==> images/wires.png <==
Two of the layers only.
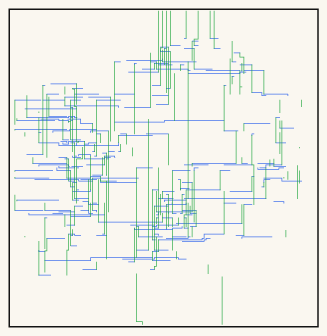
==> images/clocks.png <==
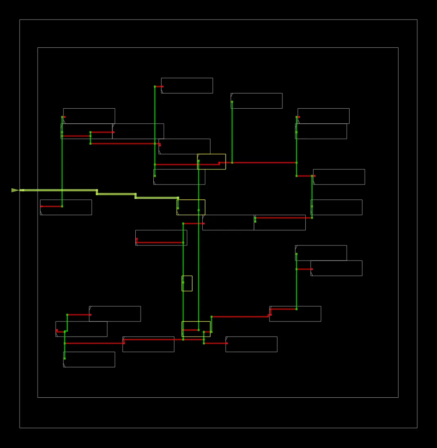
==> images/flops_by_reg.png <==
The bar under the picture is 20 um long. Other sequential cells in the stronger gray, the rest of the logic in the fainter gray.
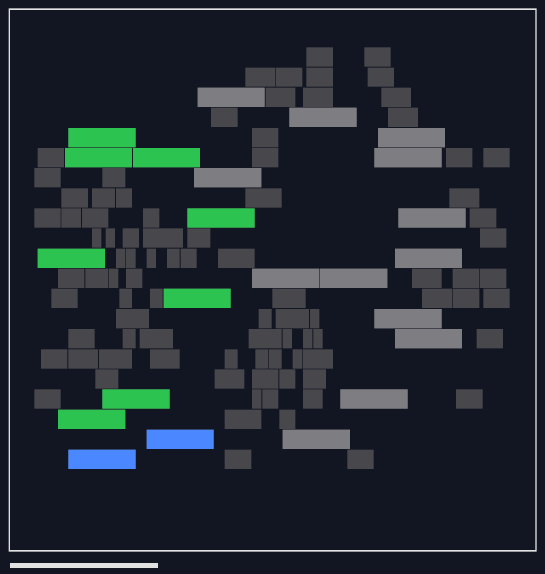
--- src/rtl/sync_handshake_rx.sv ---
// sync_handshake_rx: receives a 4-phase req/ack transfer from a foreign clock
// domain, synchronizes req and presents the captured word on a local valid/ready port.
//
// Ports:
//   clk, reset_            local clock, async active-low reset
//   req_async, data_async  sender request level and data (foreign domain)
//   ack                    acknowledge level back to the sender (flop output)
//   valid, ready, data     local consumer handshake and captured word
//   proto_err              1-cycle pulse when req drops before the word is taken
//   xfer_cnt               completed transfers, saturating at 255
module sync_handshake_rx #(
  parameter int WIDTH       = 8,
  parameter int SYNC_STAGES = 2
) (
  input  logic             clk,
  input  logic             reset_,
  input  logic             req_async,
  input  logic [WIDTH-1:0] data_async,
  output logic             ack,
  output logic             valid,
  input  logic             ready,
  output logic [WIDTH-1:0] data,
  output logic             proto_err,
  output logic [7:0]       xfer_cnt
);

  typedef enum logic [1:0] {
    IDLE  = 2'd0,
    VALID = 2'd1,
    ACK   = 2'd2
  } state_t;

  state_t state;
  state_t state_n;

  logic [SYNC_STAGES-1:0] sync;
  logic                   req_s;

  logic             ack_n;
  logic             valid_n;
  logic             err_n;
  logic [WIDTH-1:0] data_n;
  logic [7:0]       cnt_n;

  // req_async is only ever seen through this chain
  always_ff @(posedge clk or negedge reset_) begin
    if (!reset_) begin
      sync <= '0;
    end else begin
      sync <= {sync[SYNC_STAGES-2:0], req_async};
    end
  end

  assign req_s = sync[SYNC_STAGES-1];

  always_comb begin
    state_n = state;
    ack_n   = 1'b0;
    valid_n = 1'b0;
    err_n   = 1'b0;
    data_n  = data;
    cnt_n   = xfer_cnt;
    unique case (state)
      IDLE: begin
        if (req_s) begin
          state_n = VALID;
          valid_n = 1'b1;
          data_n  = data_async;
        end
      end
      VALID: begin
        // a sender abort wins over a same-cycle consumer accept
        if (!req_s) begin
          state_n = IDLE;
          err_n   = 1'b1;
        end else if (ready) begin
          state_n = ACK;
          ack_n   = 1'b1;
          if (xfer_cnt != 8'hFF) begin
            cnt_n = xfer_cnt + 8'd1;
          end
        end else begin
          valid_n = 1'b1;
        end
      end
      ACK: begin
        if (!req_s) begin
          state_n = IDLE;
        end else begin
          ack_n = 1'b1;
        end
      end
      default: begin
        state_n = IDLE;
      end
    endcase
  end

  // outputs are registered copies of the next-state decode
  always_ff @(posedge clk or negedge reset_) begin
    if (!reset_) begin
      state     <= IDLE;
      ack       <= 1'b0;
      valid     <= 1'b0;
      proto_err <= 1'b0;
      data      <= '0;
      xfer_cnt  <= '0;
    end else begin
      state     <= state_n;
      ack       <= ack_n;
      valid     <= valid_n;
      proto_err <= err_n;
      data      <= data_n;
      xfer_cnt  <= cnt_n;
    end
  end

endmodule

--- config.mk ---
export PLATFORM = sky130hd
export DESIGN_NAME = sync_handshake_rx
export DESIGN_NICKNAME = d
export VERILOG_FILES = /design/src/rtl/sync_handshake_rx.sv
export SDC_FILE = /design/constraint.sdc
export NUM_CORES = 1
export LEC_CHECK = 0
export CAP_MARGIN = 15
export CORE_AREA = 3 3 68 70
export CTS_CLUSTER_DIAMETER = 200
export DETAILED_ROUTE_END_ITERATION = 8
export DIE_AREA = 0 0 71 73
export MAX_ROUTING_LAYER = met4
export SYNTH_ARGS = -nofsm -noshare
export SYNTH_HDL_FRONTEND = slang
export SYNTH_SLANG_ARGS = --single-unit
--- constraint.sdc ---
create_clock -name clk -period 2.1 [get_ports clk]
set_clock_uncertainty 0.2 [all_clocks]
set_input_delay 0.21 -clock clk [delete_from_list [all_inputs] [get_ports clk]]
set_output_delay 0.21 -clock clk [all_outputs]
set_load 0.01 [all_outputs]
==> impl_metrics.yaml <==
# implementation run metrics
outcome:
  status: "finished, final reports clean"
final_timing:
  finalMaxSlewViolations: 0
  fin_crit_ns: 1.78
  max_freq_mhz: 560
cts:
  holdBufCountCts: 0
  clk_pin_slew_worst_paths_ns: 0.08
cells_and_area:
  clk_share: 0.0327
  lay_top_count: "clkdlybuf4s50_1"
  largest_class: "flip-flops and latches"
  instances_no_fill: 162
  nNetsFinal: 129
grt:
  grt_util_all_layers: 0.0861
  antenna_found_initial: 0
  grt_max_degree: 24
run:
  openroad.warnings: 28
  drv_cap: 0
yosys:
  ys_cells: 78
detailed_routing:
  drt_iter0_drc: 15
  postRouteAntennaNets: 0
setup_path:
  end_kind: "register"
placement:
  io_buffers: 30
power_and_ir_drop:
  ir_worst_vdd_uv: 425
-- wires.png (at the start) --
Key: metal 1 = blue [wire length 893 um]; metal 2 = green [wire length 958 um]
WL final: 1960 um
Avg WL per Cell: 12.1 um
via count: 694

-- clocks.png (at the start) --
clk latency late pin: 0.26 ns
Clock Power: 0.275 mW
seq_cells: 23
CLK BUF: 3

-- flops_by_reg.png (at the start) --
Key: `xfer_cnt` = green [placed flops 8]; `sync` = blue [placed flops 2]
Another 13 sequential cells are not colored.
power in sequential cells: 0.720 mW
Flop area: 576 um2
flop share of the area: 0.406
final core occ: 0.352

flip-flops by register name, summed over array words and instances (netlist names):
| register | count |
|---|---|
| sync | 2 |
| ack | 1 |
| data | 8 |
| proto_err | 1 |
| xfer_cnt | 8 |
| valid | 1 |
| state | 2 |
metrics by stage:
step | instance area [um2] | utilization
after floorplan | 1010 | -
after global placement | 1370 | 0.340
after detailed placement | 1370 | 0.340
after CTS | 1420 | 0.352
after global routing | 1420 | 0.352
final | 1420 | 0.352
power breakdown:
part / total (mW) / internal [mW] / switching, mW
sequential: 0.720 / 0.602 / 0.118
combinational: 0.758 / 0.463 / 0.296
clock: 0.275 / 0.132 / 0.143
total: 1.75 / 1.20 / 0.557
worst max-delay path by stage:
stage                  end      from  slack [ns]  cells past startpoint
6_report       xfer_cnt[6]  state[1]        0.32                      6
5_1_grt        xfer_cnt[3]  state[1]        0.21                      6
4_1_cts        xfer_cnt[6]  state[1]        0.31                      6
3_5_place_dp   xfer_cnt[6]     ready        0.27                      5
3_3_place_gp   xfer_cnt[6]     ready        0.30                      5
2_1_floorplan  xfer_cnt[6]  state[1]        0.43                      6
Yosys cell counts:
library cell	number	area share
nand3_1	1	0.0050
nand4_1	1	0.0062
or2_0	1	0.0062
a2bb2oi_1	1	0.0087
nor3b_2	1	0.012
mux2_2	10	0.11
a22o_1	1	0.0087
and3_4	2	0.022
nor2b_1	3	0.019
nand2_2	1	0.0062
mux2i_1	1	0.0099
dfrtp_1	23	0.57
o21ai_0	2	0.0099
xor2_1	2	0.017
o21a_1	1	0.0074
inv_1	4	0.015
nor2_1	4	0.015
a21oi_1	3	0.015
buf_4	1	0.0074
and3_1	2	0.012
o21ai_1	1	0.0050
xnor2_1	2	0.017
nand4_2	1	0.012
ha_1	4	0.050
mux2_4	1	0.015
nand2_1	4	0.015
No activity file was given, so power comes from the tool's default toggle rates.
